### src/rtl/btn_conditioner.sv
// Multi-channel push-button front end: 2-FF synchroniser, debounce, press/release
// edge pulses and optional auto-repeat pulse train, one independent lane per key.
module btn_conditioner #(
    parameter int N_BTN           = 2,
    parameter int ACTIVE_LOW      = 1,
    parameter int DEBOUNCE_CYCLES = 500000,
    parameter int REPEAT_EN       = 1,
    parameter int REPEAT_DELAY    = 25000000,
    parameter int REPEAT_PERIOD   = 10000000
) (
    input  logic             clk,
    input  logic             reset_btn,
    input  logic [N_BTN-1:0] btn_raw,
    output logic [N_BTN-1:0] btn_level,
    output logic [N_BTN-1:0] btn_press,
    output logic [N_BTN-1:0] btn_release,
    output logic [N_BTN-1:0] btn_pulse
);

    localparam int              DB_W    = $clog2(DEBOUNCE_CYCLES);
    localparam logic [DB_W-1:0] DB_LAST = DB_W'(DEBOUNCE_CYCLES - 1);

    localparam int RPT_MAX = (REPEAT_DELAY > REPEAT_PERIOD) ? REPEAT_DELAY : REPEAT_PERIOD;
    localparam int RPT_W   = (RPT_MAX > 1) ? $clog2(RPT_MAX) : 1;
    localparam logic [RPT_W-1:0] DELAY_LAST  = RPT_W'(REPEAT_DELAY - 1);
    localparam logic [RPT_W-1:0] PERIOD_LAST = RPT_W'(REPEAT_PERIOD - 1);

    // Raw level that means "released"; XOR with it converts raw to pressed-sense.
    localparam logic RELEASED_RAW = (ACTIVE_LOW != 0);

    typedef enum logic [1:0] {
        S_IDLE,
        S_DELAY,
        S_REPEAT
    } rpt_state_t;

    genvar gi;
    generate
        for (gi = 0; gi < N_BTN; gi++) begin : g_ch
            logic            r_sync1;
            logic            r_sync2;
            logic [DB_W-1:0] r_db_cnt;
            logic            r_level;
            logic            r_press;
            logic            r_release;
            logic            w_synced;
            logic            w_accept;
            logic            w_acc_press;
            logic            w_acc_release;

            assign w_synced      = r_sync2 ^ RELEASED_RAW;
            assign w_accept      = (w_synced != r_level) && (r_db_cnt == DB_LAST);
            assign w_acc_press   = w_accept & w_synced;
            assign w_acc_release = w_accept & ~w_synced;

            always_ff @(posedge clk or posedge reset_btn) begin
                if (reset_btn) begin
                    r_sync1   <= RELEASED_RAW;
                    r_sync2   <= RELEASED_RAW;
                    r_db_cnt  <= '0;
                    r_level   <= 1'b0;
                    r_press   <= 1'b0;
                    r_release <= 1'b0;
                end else begin
                    r_sync1   <= btn_raw[gi];
                    r_sync2   <= r_sync1;
                    r_press   <= w_acc_press;
                    r_release <= w_acc_release;
                    // Any agreeing sample restarts the count, so short glitches vanish.
                    if ((w_synced == r_level) || w_accept) begin
                        r_db_cnt <= '0;
                    end else begin
                        r_db_cnt <= r_db_cnt + 1'b1;
                    end
                    if (w_accept) begin
                        r_level <= w_synced;
                    end
                end
            end

            assign btn_level[gi]   = r_level;
            assign btn_press[gi]   = r_press;
            assign btn_release[gi] = r_release;

            if (REPEAT_EN != 0) begin : g_rpt
                rpt_state_t       r_state;
                logic [RPT_W-1:0] r_timer;
                logic             r_pulse;

                // Acts on the same edge that accepts the level change, so the
                // timer phase lines up with the registered press pulse.
                always_ff @(posedge clk or posedge reset_btn) begin
                    if (reset_btn) begin
                        r_state <= S_IDLE;
                        r_timer <= '0;
                        r_pulse <= 1'b0;
                    end else begin
                        r_pulse <= w_acc_press;
                        case (r_state)
                            S_IDLE: begin
                                if (w_acc_press) begin
                                    r_state <= S_DELAY;
                                    r_timer <= '0;
                                end
                            end
                            S_DELAY: begin
                                if (w_acc_release) begin
                                    r_state <= S_IDLE;
                                end else if (r_timer == DELAY_LAST) begin
                                    r_state <= S_REPEAT;
                                    r_timer <= '0;
                                    r_pulse <= 1'b1;
                                end else begin
                                    r_timer <= r_timer + 1'b1;
                                end
                            end
                            S_REPEAT: begin
                                if (w_acc_release) begin
                                    r_state <= S_IDLE;
                                end else if (r_timer == PERIOD_LAST) begin
                                    r_timer <= '0;
                                    r_pulse <= 1'b1;
                                end else begin
                                    r_timer <= r_timer + 1'b1;
                                end
                            end
                            default: begin
                                r_state <= S_IDLE;
                                r_timer <= '0;
                            end
                        endcase
                    end
                end

                assign btn_pulse[gi] = r_pulse;
            end else begin : g_no_rpt
                assign btn_pulse[gi] = r_press;
            end
        end
    endgenerate

endmodule

### config.mk
export PLATFORM = sky130hd
export DESIGN_NAME = btn_conditioner
export DESIGN_NICKNAME = d
export VERILOG_FILES = /design/src/rtl/btn_conditioner.sv
export SDC_FILE = /design/constraint.sdc
export NUM_CORES = 1
export LEC_CHECK = 0
export ABC_AREA = 1
export CORE_MARGIN = 4
export CORE_UTILIZATION = 60
export CTS_CLUSTER_SIZE = 30
export DETAILED_ROUTE_END_ITERATION = 12
export PLACE_DENSITY_LB_ADDON = 0.15
export SYNTH_ARGS = -nofsm -noshare
export SYNTH_HDL_FRONTEND = slang
export SYNTH_SLANG_ARGS = --single-unit
### constraint.sdc
create_clock -name clk -period 5.15 [get_ports clk]
set_input_delay 0.515 -clock clk [delete_from_list [all_inputs] [get_ports clk]]
set_output_delay 0.515 -clock clk [all_outputs]
set_load 0.02 [all_outputs]
**Logic cells by family**

Scale bar: 20 um.
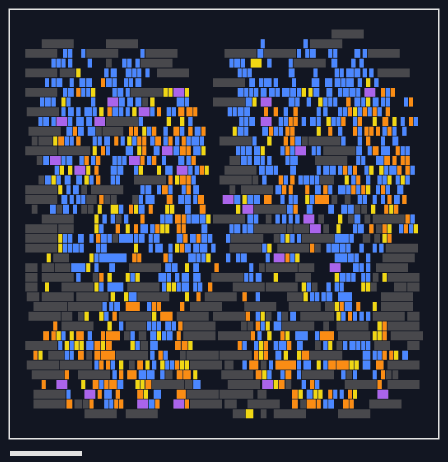
legend:
  NOR gates:
    colour: orange
    cells: 213
    where: all over the die
  inverters:
    colour: yellow
    cells: 148
  XOR/XNOR gates:
    colour: purple
    cells: 26
  NAND gates:
    colour: blue
    cells: 546
    where: all over the die
fin cells: 1309
Top cell excl fill/tap: nand2_1
logic share of the area: 0.5141

**Metal 3**

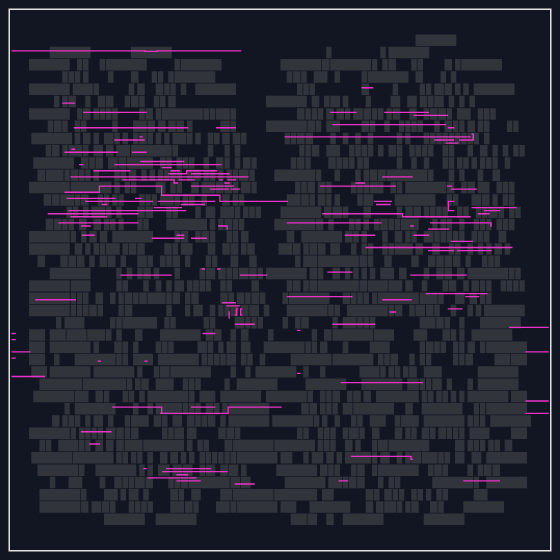
main direction: horizontal
nets with wire on the layer: 91
share of all routed wire: 5.9%

**Sizing map**

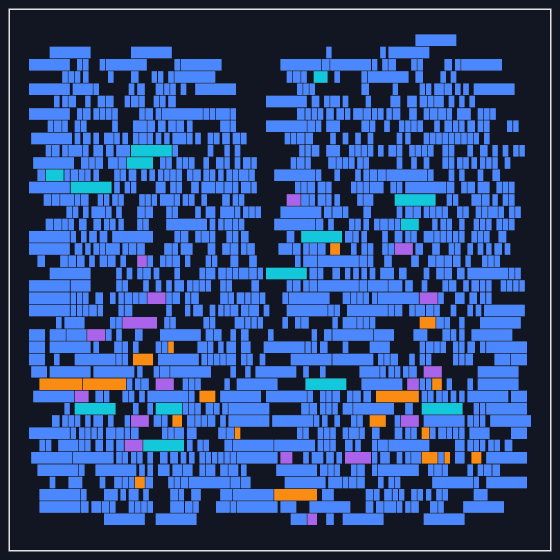
legend:
  drive 6 and up:
    colour: cyan
    cells: 14
  drive 2:
    colour: orange
    cells: 18
  drive 3 to 4:
    colour: purple
    cells: 17
  drive 1 or less:
    colour: blue
    cells: 1092
area growth from synthesis to layout: 5.026%
setup slack after layout: 2.767 ns
Buffers excl. clock: 13

**Clock wires, drivers and flops**

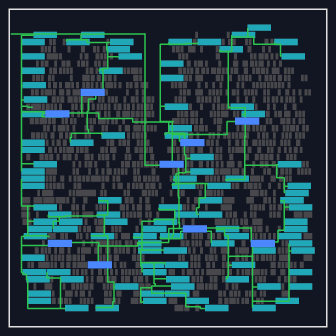
legend:
  flip-flops:
    colour: cyan
    count: 104
  clock wires:
    colour: green
    length: 1290 um
  cells driving clock nets:
    colour: blue
    count: 9
routed clock nets: 10
flops lie: all over the die

area by class of cell:
type	instances	share of cell area
clock inverter	7	0.009890
multi-input combinational	860	0.5141
timing repair buffer	13	0.01595
inverter	148	0.07210
sequential	104	0.3324
clock buffer	9	0.02871
tap	168	0.02680
logic make-up after synthesis:
kind of cell             count (synthesis)
adder cells (fa/ha/maj)                 10
buffers and inverters                  192
flip-flops                             104
XOR/XNOR                                26
AND/OR/NAND/NOR                        761
AND-OR/OR-AND                           63
stage by stage:
stage               hold WS [ns]  power (uW)  area, um2  setup WS, ns  instances
floorplan                 0.3452       867.5       7468         1.909       1156
global route              0.3695        1604       7844         2.534       1309
finish                    0.3563        1547       7844         2.767       1309
CTS                       0.3598        1560       7844         2.765       1309
global placement          0.3458       879.2       7541         2.885       1293
detailed placement        0.3468       879.7       7541         2.746       1293
layer usage:
layer | vias to the layer above | part of all wire | global-route usage
met4 | 0 | 0.015 | 0.08089
met2 | 227 | 0.47 | 0.4064
met1 | 3253 | 0.46 | 0.3471
li1 | 3636 | - | -
met3 | 35 | 0.059 | 0.05231
met5 | - | 0 | 0
worst register-to-register path: stages, from the launching register on:
cell and delay (ns):
dfrtp_1 0.40, inv_1 0.08, ha_1 0.60, inv_1 0.27
nand2_1 0.16, nand3_2 0.12, nand2_4 0.28, inv_6 0.15
nand3_1 0.12, o21ai_1 0.09
where the power goes:
part / switching (uW) / leakage (uW) / total [uW] / internal (uW)
sequential: 4.82 / 0.00143 / 827 / 822
combinational: 27.2 / 0.00203 / 35.1 / 7.90
clock: 341 / 0.000149 / 685 / 344
total: 373 / 0.00361 / 1550 / 1170
synth_stat cells:
cell,count
clkbuf_2,3
inv_6,1
nand3_1,134
nand3b_1,2
nand4_2,1
buf_1,2
ha_1,10
or2_2,1
o21ai_1,13
inv_1,143
nor3b_1,4
clkbuf_1,7
buf_2,17
buf_4,10
o21ai_0,18
nor3_4,1
nor2_2,3
nand2_4,4
xor2_1,25
dfstp_2,4
nand2_2,1
a2111oi_0,1
o21a_1,1
inv_2,3
dfrtp_1,100
nand3_2,2
a21oi_1,26
and3_1,1
nor4_1,4
inv_4,1
buf_6,5
nand4_4,1
xnor2_1,1
nor3_2,2
a31oi_1,4
nand4_1,43
nor2_1,160
nand2_1,358
nor2_4,5
nor3_1,34
worst paths after layout:
| kind | endpoint | from | cells after the start |
|---|---|---|---|
| min | g_ch[1].r_sync2 | g_ch[1].r_sync1 | 0 |
| min reg2reg | g_ch[1].r_sync2 | g_ch[1].r_sync1 | 0 |
| max | g_ch[0].g_rpt.r_timer[7] | g_ch[0].g_rpt.r_state[0] | 9 |
| max in group asynchronous | g_ch[0].r_sync2 | reset_btn | 3 |
| min in group asynchronous | g_ch[0].r_db_cnt[9] | reset_btn | 2 |
| max reg2reg | g_ch[0].g_rpt.r_timer[7] | g_ch[0].g_rpt.r_state[0] | 9 |
registers in the layout (all words and copies together), names as in the netlist:
register and flops:
g_ch.r_level 2, g_ch.r_db_cnt 38, g_ch.r_sync2 2, g_ch.g_rpt.r_state 4, g_ch.r_press 2, g_ch.g_rpt.r_pulse 2
g_ch.r_release 2, g_ch.r_sync1 2, g_ch.g_rpt.r_timer 50
==> summary.txt <==
yosys + openroad results -> cycle use final=0.4627, Max-Slew Margin vs Limit=0.4169, fillers=approximately 1.1k, crit path DRT=between 5 and 6 ns, comb area leader=simple AND/OR/NAND/NOR gates, Worst Skew=approximately 0.011 ns, final setup fails=0, Tmin final=between 2 and 2.5 ns, Fin. Hold Viols=0, Synth mux share=0, tool warnings=30, post-synthesis sequential area ratio=0.3491, final core utilization=0.6476, Cell Area, Synth=roughly 7500 um2, Antenna Cells=0, H-Tree Depth=3, largest net degree at the start of global routing=around 75, share of cells above drive strength 1=0.04294, CTS root buffer=clkbuf_16, Reg area=~2600 um2, CP peak stage delay=0.60 ns, crit path cell chain=inv_1 > ha_1 > inv_1 > nand2_1 > nand3_2 > nand2_4 > inv_6 > nand3_1 > o21ai_1, detailed placement HPWL=12.76 mm, vias in the first global route=6597, Core Area=around 12000 um2, gr usage total=0.2538, post-cts sizing count=0, main area contributors=dfrtp_1 (34%), nand2_1 (18%), nand3_1 (9.0%), status=finished clean, Max FO, Critical Path=25, fa+ha+maj area frac=0.01675, most numerous logic cells after layout=nand2_1 (358), nor2_1 (160), inv_1 (142), Port Buf Inserts=11, yosys stat cell total=1156, Mapped Nets=1170, drt first pass iters=6, crit path max-delay cell type=ha_1, area leader, netlist=dfrtp_1, Setup Buffers After CTS=0, worst hold-check path type=reg -> reg, Die Width=~120 um, cell family with most CP delay=simple AND/OR/NAND/NOR gates, DR DRC count=0, clk ins delay skew pair=0.36 ns, Final Slew Violations=0, Leak=0.003612 uW, Worst path most repeated cell=inv_1, PwrDens=between 150 and 200 nW/um2, Post-synth regs=104, Arrival @ worst endpoint=between 2 and 3 ns, Crit Path Category=reg -> reg, worst reg2reg setup slack=2.77 ns, cts bufs inserted=9, Post-Synth AOI/OAI Area=0.04373, distinct lib cells=approximately 40, YS chip area=7468 um2, Synthesis Warnings=0, via density per instance=between 5 and 6, clk buf depth=2
Power figures rest on the tool's default switching activity, not on a simulated workload.
